==> config.mk <==
export PLATFORM = sky130hd
export DESIGN_NAME = binary_operations_pipe_flat
export DESIGN_NICKNAME = d
export VERILOG_FILES = /design/src/rtl/binary_operations_pipe_if.sv /design/src/rtl/binary_operations_pipe.sv /design/src/flat_wrapper.sv
export SDC_FILE = /design/constraint.sdc
export NUM_CORES = 1
export LEC_CHECK = 0
export CORE_MARGIN = 4
export CORE_UTILIZATION = 25
export DETAILED_ROUTE_END_ITERATION = 7
export PLACE_DENSITY_LB_ADDON = 0.15
export SLEW_MARGIN = 20
export SYNTH_ARGS = -nofsm -noshare
export SYNTH_HDL_FRONTEND = slang
export SYNTH_SLANG_ARGS = --single-unit
export TNS_END_PERCENT = 30
==> constraint.sdc <==
create_clock -name clk -period 10 [get_ports clk]
set_clock_uncertainty 0.1 [all_clocks]
set_input_delay 2 -clock clk [delete_from_list [all_inputs] [get_ports clk]]
set_output_delay 2 -clock clk [all_outputs]
set_load 0.01 [all_outputs]
==> src/rtl/binary_operations_pipe_if.sv <==
// Handshake bundle for binary_operations_pipe: input word channel and result channel.
// Latency: n/a (wires only).
// Backpressure: in_ready/out_ready follow valid-ready semantics; a beat moves when valid & ready.
// Ports: in_valid/in_ready/in_data/in_op/in_amount (upstream), out_valid/out_ready/out_data/out_err (downstream).
interface binary_operations_pipe_if #(
    parameter int DATA_WIDTH = 32,
    parameter int AMT_WIDTH  = $clog2(DATA_WIDTH)
);
    logic                  in_valid;
    logic                  in_ready;
    logic [DATA_WIDTH-1:0] in_data;
    logic [2:0]            in_op;
    logic [AMT_WIDTH-1:0]  in_amount;
    logic                  out_valid;
    logic                  out_ready;
    logic [DATA_WIDTH-1:0] out_data;
    logic                  out_err;

    // master: the side that produces operands and consumes results
    modport master (
        output in_valid, in_data, in_op, in_amount, out_ready,
        input  in_ready, out_valid, out_data, out_err
    );

    // slave: the pipeline itself
    modport slave (
        input  in_valid, in_data, in_op, in_amount, out_ready,
        output in_ready, out_valid, out_data, out_err
    );
endinterface

==> src/rtl/binary_operations_pipe.sv <==
// Two-stage bitwise transform pipe: pass/invert/bit-reverse/rotate-right/byte-swap/popcount.
// Latency: 2 cycles (word accepted at edge N is on out_data after edge N+1); 1 word/cycle.
// Backpressure: S2 holds while out_valid & !out_ready; S1 holds when full; in_ready low only when both full and stalled.
// Ports: clk, reset_n (async active-low), bus (slave side of binary_operations_pipe_if).
// DATA_WIDTH must be a multiple of 8 and at least 8; AMT_WIDTH is the rotate amount width.
module binary_operations_pipe #(
    parameter int DATA_WIDTH = 32,
    parameter int AMT_WIDTH  = $clog2(DATA_WIDTH)
) (
    input  logic                       clk,
    input  logic                       reset_n,
    binary_operations_pipe_if.slave    bus
);
    localparam int NBYTES = DATA_WIDTH / 8;

    localparam logic [2:0] OP_NONE     = 3'b000;
    localparam logic [2:0] OP_INVERT   = 3'b001;
    localparam logic [2:0] OP_BIT_REV  = 3'b010;
    localparam logic [2:0] OP_ROT_R    = 3'b011;
    localparam logic [2:0] OP_BYTE_SWP = 3'b100;
    localparam logic [2:0] OP_POPCOUNT = 3'b101;

    // Stage 1: raw operand registers
    logic                  s1_valid_q;
    logic [DATA_WIDTH-1:0] s1_data_q;
    logic [2:0]            s1_op_q;
    logic [AMT_WIDTH-1:0]  s1_amt_q;

    // Stage 2: result registers driving the output port directly
    logic                  s2_valid_q;
    logic [DATA_WIDTH-1:0] s2_data_q;
    logic                  s2_err_q;

    logic                  s2_adv;
    logic                  s1_adv;
    logic                  in_xfer;

    logic [DATA_WIDTH-1:0] res_d;
    logic                  err_d;
    logic [DATA_WIDTH-1:0] pop_cnt;
    logic [DATA_WIDTH-1:0] bit_rev;
    logic [DATA_WIDTH-1:0] byte_swp;
    logic [DATA_WIDTH-1:0] rot_r;

    assign s2_adv  = !s2_valid_q || bus.out_ready;
    assign s1_adv  = !s1_valid_q || s2_adv;
    assign in_xfer = bus.in_valid && s1_adv;

    assign bus.in_ready  = s1_adv;
    assign bus.out_valid = s2_valid_q;
    assign bus.out_data  = s2_data_q;
    assign bus.out_err   = s2_err_q;

    // Amount 0 makes the left shift equal to the full width, which yields zero,
    // so the rotate collapses to identity without a special case.
    assign rot_r = (s1_data_q >> s1_amt_q) | (s1_data_q << (DATA_WIDTH - int'(s1_amt_q)));

    always_comb begin
        bit_rev = '0;
        for (int i = 0; i < DATA_WIDTH; i++) begin
            bit_rev[i] = s1_data_q[DATA_WIDTH-1-i];
        end
    end

    always_comb begin
        byte_swp = '0;
        for (int b = 0; b < NBYTES; b++) begin
            byte_swp[8*b +: 8] = s1_data_q[8*(NBYTES-1-b) +: 8];
        end
    end

    always_comb begin
        pop_cnt = '0;
        for (int i = 0; i < DATA_WIDTH; i++) begin
            pop_cnt = pop_cnt + {{(DATA_WIDTH-1){1'b0}}, s1_data_q[i]};
        end
    end

    always_comb begin
        res_d = '0;
        err_d = 1'b0;
        case (s1_op_q)
            OP_NONE:     res_d = s1_data_q;
            OP_INVERT:   res_d = ~s1_data_q;
            OP_BIT_REV:  res_d = bit_rev;
            OP_ROT_R:    res_d = rot_r;
            OP_BYTE_SWP: res_d = byte_swp;
            OP_POPCOUNT: res_d = pop_cnt;
            default: begin
                res_d = '0;
                err_d = 1'b1;
            end
        endcase
    end

    always_ff @(posedge clk or negedge reset_n) begin
        if (!reset_n) begin
            s1_valid_q <= 1'b0;
            s1_data_q  <= '0;
            s1_op_q    <= '0;
            s1_amt_q   <= '0;
            s2_valid_q <= 1'b0;
            s2_data_q  <= '0;
            s2_err_q   <= 1'b0;
        end else begin
            if (in_xfer) begin
                s1_valid_q <= 1'b1;
                s1_data_q  <= bus.in_data;
                s1_op_q    <= bus.in_op;
                s1_amt_q   <= bus.in_amount;
            end else if (s1_adv) begin
                s1_valid_q <= 1'b0;
            end

            // Result registers only change on a real word so out_data keeps its last value.
            if (s2_adv) begin
                s2_valid_q <= s1_valid_q;
                if (s1_valid_q) begin
                    s2_data_q <= res_d;
                    s2_err_q  <= err_d;
                end
            end
        end
    end
endmodule

==> src/flat_wrapper.sv <==
// flat-port wrapper written by rule: the top's interface ports become plain ports
module binary_operations_pipe_flat 
#(
    parameter int DATA_WIDTH = 32,
    parameter int AMT_WIDTH  = $clog2(DATA_WIDTH)
)
  (clk, reset_n, bus_in_valid, bus_in_data, bus_in_op, bus_in_amount, bus_out_ready, bus_in_ready, bus_out_valid, bus_out_data, bus_out_err);
  binary_operations_pipe_if #(.DATA_WIDTH(DATA_WIDTH), .AMT_WIDTH(AMT_WIDTH)) bus_i ();
  input  logic clk;
  input  logic reset_n;
  input wire logic [$bits(bus_i.in_valid)-1:0] bus_in_valid;
  input wire logic [$bits(bus_i.in_data)-1:0] bus_in_data;
  input wire logic [$bits(bus_i.in_op)-1:0] bus_in_op;
  input wire logic [$bits(bus_i.in_amount)-1:0] bus_in_amount;
  input wire logic [$bits(bus_i.out_ready)-1:0] bus_out_ready;
  output wire logic [$bits(bus_i.in_ready)-1:0] bus_in_ready;
  output wire logic [$bits(bus_i.out_valid)-1:0] bus_out_valid;
  output wire logic [$bits(bus_i.out_data)-1:0] bus_out_data;
  output wire logic [$bits(bus_i.out_err)-1:0] bus_out_err;
  assign bus_i.in_valid = bus_in_valid;
  assign bus_i.in_data = bus_in_data;
  assign bus_i.in_op = bus_in_op;
  assign bus_i.in_amount = bus_in_amount;
  assign bus_i.out_ready = bus_out_ready;
  assign bus_in_ready = bus_i.in_ready;
  assign bus_out_valid = bus_i.out_valid;
  assign bus_out_data = bus_i.out_data;
  assign bus_out_err = bus_i.out_err;
  binary_operations_pipe #(.DATA_WIDTH(DATA_WIDTH), .AMT_WIDTH(AMT_WIDTH)) u_core (.clk(clk), .reset_n(reset_n), .bus(bus_i));
endmodule
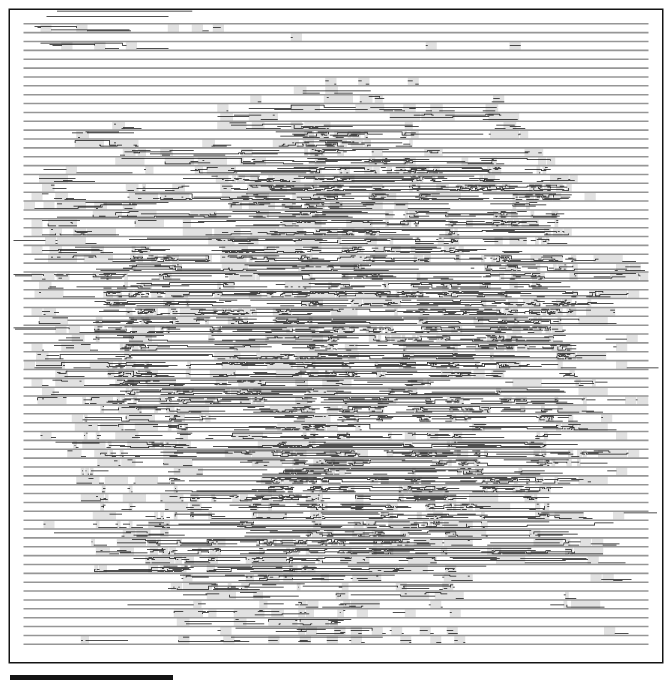
run_1/met1.png
Scale bar: 50 µm. Supply wires on this layer in gray.
- wire length on this layer: 19100 µm
- nets with wire on the layer: 1049
Routed Wire Length: 44100 µm
Vias: 9134
met1 GRT Util: 0.309

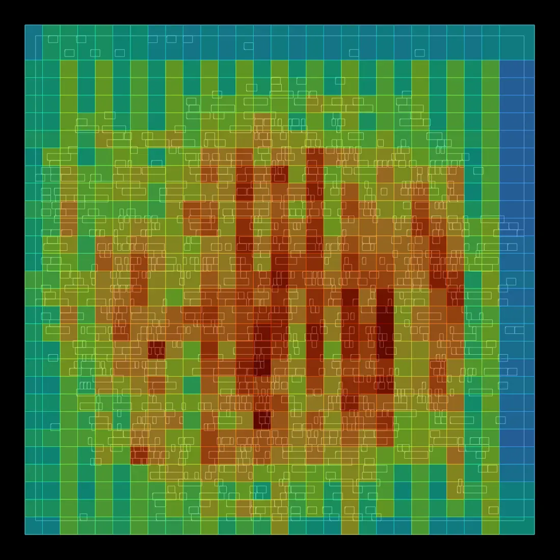
run_1/final_congestion.png
gr usage total: 0.217
final core occ: 0.288
grt peak-use layer: met2
wire per inst: 28.9 µm

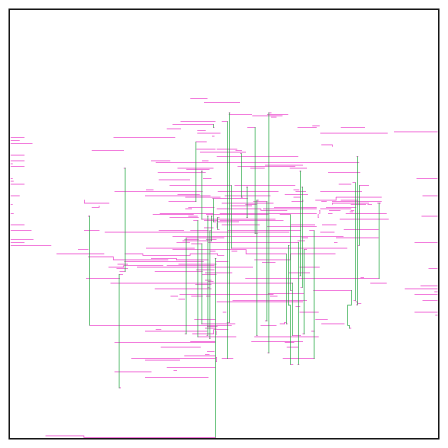
run_1/metal_stack.png
Two of the layers only.
- met3: magenta (wire length 3630 µm)
- met4: green (wire length 1720 µm)

==> results.txt, run 1 <==
run metrics: setup_tns=0 ps, yosys warning tally=0, Pwr Density=around 300 mW/mm², Detail Route Antenna Nets=0, Initial DRC Count=between 1000 and 1500, Setup CP Type=reg -> reg, cell type with the largest total area=dfrtp_1, core box area=around 0.037 mm², Inverters, non-clock=between 60 and 70, area added between synthesis and finish=14.2%, DRT Pass-1 Iters=5, Vias/cell=5.98, largest fanout on the critical path=14, CP endpoint kind=flip-flop, r2r setup slk=4070 ps, status=completed, largest net degree at the start of global routing=67, Relative slew margins=0.384, DIE WIDTH=between 200 and 250 µm, cts bufs inserted=9, Final period util=0.593, fraction of area in multi-input gates=0.622, crit path DAT=roughly 6000 ps, RSZ-0062 raised after global routing=no, met3 wire length=between 3000 and 4000 µm, ys flops=75, Hold Crit Depth=1, met2 wire length=a little under 20000 µm, met1 WL=~19000 µm, logic area=~0.0066 mm², Place WS=4120 ps, Synth Cell Area=between 0.009 and 0.01 mm², Async S/R FF share, synth=1.00, met2 usage=0.330, number of global-route vias before repair=between 8000 and 9000, top layer in use=met5, Max Cap Viol=0, GR Util met3=0.0418, initial antenna violation count=1, Cell Rows=70, Final #Nets=1132, Post-synth EDFFs=0, global-route wire length before repair=between 60000 and 70000 µm, Final Setup Violations=0, final hold slack=381 ps, max incr delay on CP=~720 ps, routability cong.=~0.94, Synth Instances=approximately 1100, ANT cells=0, Root Buffer=clkbuf_16, DP Cell Count=~1500, Power Total=3.21 mW, Log Warnings=26, min setup slack post-route=4070 ps, Area leader share=0.204, fp_density=0.253, Final Hold Violating Endpoints=0, Port Buf Inserts=a little under 80, highest clock rate=169 MHz, inserted tap cell count=roughly 470, FF/Latch Area=0.00188 mm², clock buffer count=9, yosys stat chip area=0.00922 mm², Fillers=between 3000 and 4000, Seq share, synth=0.204, Synth area leaders=dfrtp_1 20%, mux4_2 10%, mux2_2 9.3%, H-tree depth=3, leakage power=4.14 nW, placed cell area=between 0.01 and 0.015 mm², vertical die size=approximately 200 µm, CP Cell Sequence=inv_1 -> fa_1 -> fa_1 -> inv_1 -> fa_1 -> inv_1 -> fa_1 -> fa_1 -> fa_1 -> fa_1 -> fa_1 -> xor2_1 -> nor3_1 -> a31oi_1 -> o221ai_1 -> a21oi_1 -> a211oi_2, worst-margin pin slew=923 ps, Resize count post-CTS=0, Post-Layout Cell Count=~1500, DRC violations left=0, Worst path top cell family by delay=adder cells, Slowest-stage cell, CP=dfrtp_1, yosys cell count=1062, final instance area=~0.011 mm², Worst Hold Class=reg -> reg, post-CTS repair timing setup buffer count=0, WP buf/inv=3, Worst path most repeated cell=fa_1, CTS hold repair buffers=0, aggregate global routing overflow=0, FF-to-FF path depth=17, Non-CTS buffers=about 100, Worst VDD drop=~0.00027 V, share of layout cells above drive strength 1=0.174, CTS Buffer Depth=2, CP Launch Type=flip-flop, min Tclk post-route=around 6000 ps, flop count=roughly 75, Cell variety after synth=roughly 75, clk sinks=roughly 75, Die Footprint=about 0.040 mm², buffering overhead=0.0924, Required @ worst endpoint=10180 ps, #MultiIn Comb=~800, FF-to-FF Start=u_core.s1_data_q[26], top cell category=combinational gates, clock latency at the later pin of the worst-skew pair=~360 ps, syn_area_per_cell=a little under 9 µm², fraction of area in clock buffers and inverters=0.0285, Ports=~79, CTS tree=built, Main synth FF type=dfrtp_1, worst min-delay path endpoint=u_core.bus.out_data[13], Post-Syn Nets=about 1100, Final Slew Violations=0, DP Wirelength=around 33000 µm
-- run 1: cell usage in the layout, fill, tap and decap left out, types with 26 or more instances in the layout --
master             n
a21oi_1           60
mux2_2            76
clkdlybuf4s50_1   77
dfrtp_1           71
mux4_2            42
a31oi_1           26
mux2i_1           64
o21ai_0           55
inv_1             62
nand2_1          136
buf_4             27
nor2_1            48
-- run 1: cells by family after synthesis --
| logic type | after synthesis | synth area share |
|---|---|---|
| adders and majority gates | 33 | 0.0643 |
| buffers and inverters | 185 | 0.0882 |
| AOI/OAI and AO/OA | 314 | 0.231 |
| xor gates and xnor gates | 5 | 0.00475 |
| DFF | 75 | 0.204 |
| and+or+nand+nor | 262 | 0.128 |
| muxes | 188 | 0.281 |
-- run 1: synth_stat cells (all sizes together), types with 13 or more instances --
master and n:
nor2 48, clkbuf 81, mux2 77, a22oi 21, inv 63, nor2b 13
a21oi 61, fa 24, nand2b 17, nand2 137, dfrtp 75, o21ai 64
buf 41, o22ai 24, a31oi 26, mux4 47, o211ai 21, mux2i 64
-- run 1: worst max-delay path by stage --
stage / from / end / slack (ps) / cells past startpoint
CTS: u_core.s1_data_q[26] / u_core.bus.out_data[2] / 4090 / 17
detailed placement: u_core.s1_data_q[26] / u_core.bus.out_data[2] / 4120 / 17
finish: u_core.s1_data_q[26] / u_core.bus.out_data[2] / 4070 / 17
global route: u_core.s1_data_q[26] / u_core.bus.out_data[2] / 3820 / 17
global placement: u_core.s1_data_q[26] / u_core.bus.out_data[2] / 4230 / 17
floorplan: u_core.s1_data_q[24] / u_core.bus.out_data[4] / 4570 / 18
-- run 1: power breakdown --
part	total (mW)	leakage, nW	internal [mW]	switching [mW]
clock network	0.349	0.138	0.195	0.154
registers	0.503	0.920	0.367	0.136
logic	2.35	3.08	1.02	1.33
run_1/registers.png
Scale bar: 50 µm.
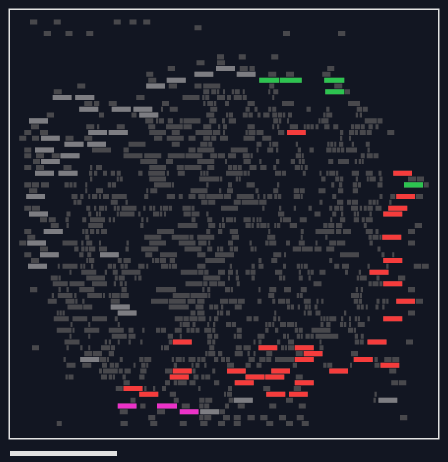

==> run 2: changes to the inputs <==
- clock period: 10 -> 5.4 ns (I/O delays scaled with it)
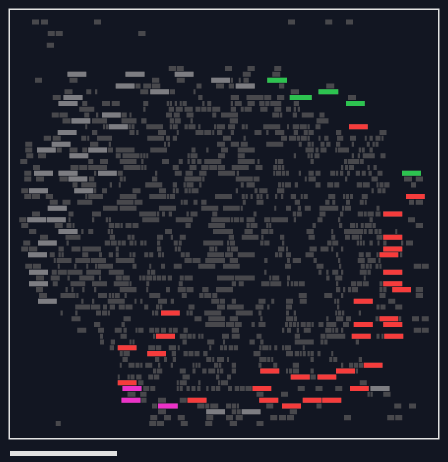
run_2/registers.png
Scale bar: 50 µm.
- `u_core.s1_amt_q`: green (placed flops 5; where top right)
- `u_core.s1_op_q`: magenta (placed flops 3)
- `u_core.bus.out_data`: red (placed flops 32)
sequential cell power: 0.819 mW
sequential share of cell area: 0.175
final core occ: 0.295
FF/Latch Area: 0.00188 mm²

==> run 2 against run 1 <==
Effect of this change: clock power rose by 75%; sequential cell count did not move; final area rose by 2.1%.
==> results.txt, run 2 <==
run metrics: final instance area=0.0108 mm² (+2.1%), leakage power=4.27 nW (+3.1%), Async S/R FF share, synth=1.00 (unchanged), min Tclk post-route=5320 ps (-610 ps), largest fanout on the critical path=2 (-12), Place WS=-117 ps (-4240 ps), top cells by count, synth=137 x nand2_1, 80 x clkbuf_1, 76 x mux2_2, 75 x dfrtp_1, 64 x mux2i_1, status=completed, Ports=79 (unchanged), min setup slack post-route=79.7 ps (-3990 ps), setup_tns=0 ps (unchanged), hold_sp=u_core.bus.out_data[13], routability cong.=0.944 (about the same), Port Buf Inserts=78 (unchanged), Post-synth EDFFs=0 (unchanged), clk sinks=75 (unchanged), CP Launch Type=flip-flop, CP Cell Sequence=ha_1 -> inv_2 -> fa_1 -> fa_1 -> fa_1 -> inv_2 -> fa_1 -> fa_1 -> inv_1 -> fa_1 -> inv_1 -> ha_1 -> nor2b_1 -> o21a_1 -> or3_1 -> a31oi_1 -> nor2_1 -> a221o_1, Final period util=0.985 (+0.392), Vias/cell=5.84 (-2.3%), DP Wirelength=32200 µm (-2.2%), RSZ-0062 raised after global routing=yes, core box area=0.0365 mm² (unchanged), CP endpoint kind=flip-flop, ANT cells=0 (unchanged), Synth Instances=1062 (unchanged), Worst path top cell family by delay=adder cells, Final Slew Violations=0 (unchanged), Max Cap Viol=0 (unchanged), Synth Cell Area=0.00922 mm² (unchanged), Synth area leaders=dfrtp_1 20%, mux4_2 10%, mux2_2 9.3%, Detail Route Antenna Nets=0 (unchanged), Fillers=3890 (-0.33%), Main synth FF type=dfrtp_1, worst-margin pin slew=981 ps (+58.0 ps), initial antenna violation count=0 (-1), Root Buffer=clkbuf_16, Initial DRC Count=1031 (-4.5%), FF-to-FF Start=u_core.s1_data_q[0], Worst Hold Class=reg -> reg, DP Cell Count=1540 (+1.9%), fp_density=0.253 (unchanged), Worst path most repeated cell=fa_1, yosys warning tally=0 (unchanged), Cell variety after synth=75 (unchanged), syn_area_per_cell=8.68 µm² (unchanged), most frequent cells in the layout=136 x nand2_1, 77 x clkdlybuf4s50_1, 76 x mux2_2, placed cell area=0.0104 mm² (+2.1%), ys flops=75 (unchanged), FF-to-FF path depth=18 (+1), share of layout cells above drive strength 1=0.201 (+0.0277), global-route wire length before repair=63200 µm (-0.46%), Power Total=6.05 mW (+89%), Pwr Density=563 mW/mm² (+85%), CTS Buffer Depth=2 (unchanged), Post-Syn Nets=1139 (unchanged), aggregate global routing overflow=0 (unchanged), Cell Rows=70 (unchanged), Slowest-stage cell, CP=fa_1, Relative slew margins=0.343 (-0.0412), clk slew on worst S/H paths=approximately 70 ps, most common cell in the netlist=nand2_1, Area leader share=0.204 (unchanged), Log Warnings=27 (+3.8%), Seq share, synth=0.204 (unchanged), Worst VDD drop=0.000676 V (+150%), cell type with the largest total area=dfrtp_1, WP buf/inv=4 (+1), DRT Pass-1 Iters=7 (+2), yosys cell count=1062 (unchanged), Hold Crit Depth=1 (unchanged), yosys stat chip area=0.00922 mm² (unchanged), worst min-delay path endpoint=u_core.bus.out_data[13], Setup CP Type=reg -> reg, final hold slack=377 ps (-4.20 ps), Required @ worst endpoint=5550 ps (-4630 ps), vertical die size=200 µm (unchanged), H-tree depth=3 (unchanged), Final #Nets=1160 (+2.5%), Routed Wire Length=43100 µm (-2.5%), DRC violations left=0 (unchanged), r2r setup slk=80 ps (-3990 ps), crit path DAT=5470 ps (-640 ps), number of global-route vias before repair=8727 (+0.62%), largest net degree at the start of global routing=71 (+6.0%), Commonest Layout Cell=nand2_1, Vias=9090 (-0.48%), Final Hold Violating Endpoints=0 (unchanged), Die Footprint=0.0400 mm² (unchanged), Final Setup Violations=0 (unchanged), DIE WIDTH=200 µm (unchanged), CTS tree=built, area added between synthesis and finish=16.6%, cts bufs inserted=9 (unchanged), worst reg2reg endpoint=u_core.bus.out_data[3], clock latency at the later pin of the worst-skew pair=360 ps (about the same), highest clock rate=188 MHz (+11%), max incr delay on CP=550 ps (-170 ps), Post-Layout Cell Count=1556 (+1.8%)
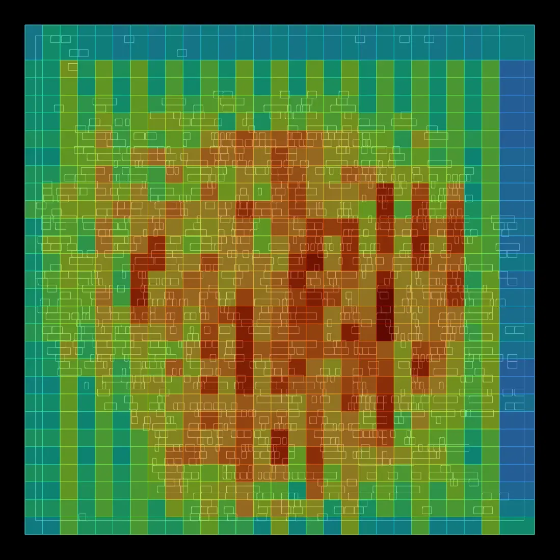
run_2/final_congestion.png
gr usage total: 0.214
wire per inst: 27.7 µm
met2 usage: 0.328

-- run 2: cell counts after synthesis --
No cell type changed its count.
-- run 2: worst max-delay path by stage --
stage                    startpoint  cells after the start                endpoint  slack (ps)
2_1_floorplan  u_core.s1_data_q[28]                     18  u_core.bus.out_data[4]          10
3_3_place_gp    u_core.s1_data_q[0]                     16  u_core.bus.out_data[4]         -70
3_5_place_dp    u_core.s1_data_q[0]                     16  u_core.bus.out_data[2]        -120
4_1_cts         u_core.s1_data_q[0]                     16  u_core.bus.out_data[2]          20
5_1_grt         u_core.s1_data_q[0]                     16  u_core.bus.out_data[2]        -180
6_report        u_core.s1_data_q[0]                     18  u_core.bus.out_data[3]          80
-- run 2: what timing repair did --
action,4_1_cts,5_1_grt
gates resized,2,6
hold buffers,0,0
buffers inserted,0,0
setup endpoints to repair,4,5
pin swaps,4,4
-- run 2: routing by layer --
metal  global-route usage  wire length (µm)
met5                    0                 0
met4               0.0647              1330
met3               0.0282              2910
met2                0.328             19400
met1                0.313             19400
-- run 2: layout make-up --
cell class	count	area (µm²)	share of cell area
Tap cell	468	586	0.0544
Clock inverter	6	48.8	0.00454
Multi-Input combinational cell	802	6580	0.612
Inverter	63	236	0.0220
Sequential cell	75	1880	0.175
Timing Repair Buffer	132	1180	0.110
Clock buffer	10	239	0.0222
-- run 2: power by group --
group	internal (mW)	switching, mW
logic	2.05	2.57
clock network	0.327	0.285
registers	0.682	0.137
-- run 2: kinds of logic after synthesis --
group,share of synthesized area
adder cells (fa/ha/maj),0.0643
buffers and inverters,0.0882
AND/OR/NAND/NOR,0.128
multiplexers,0.281
XOR/XNOR,0.00475
AND-OR/OR-AND,0.231
flip-flops,0.204
Power and IR drop assume default switching activity.
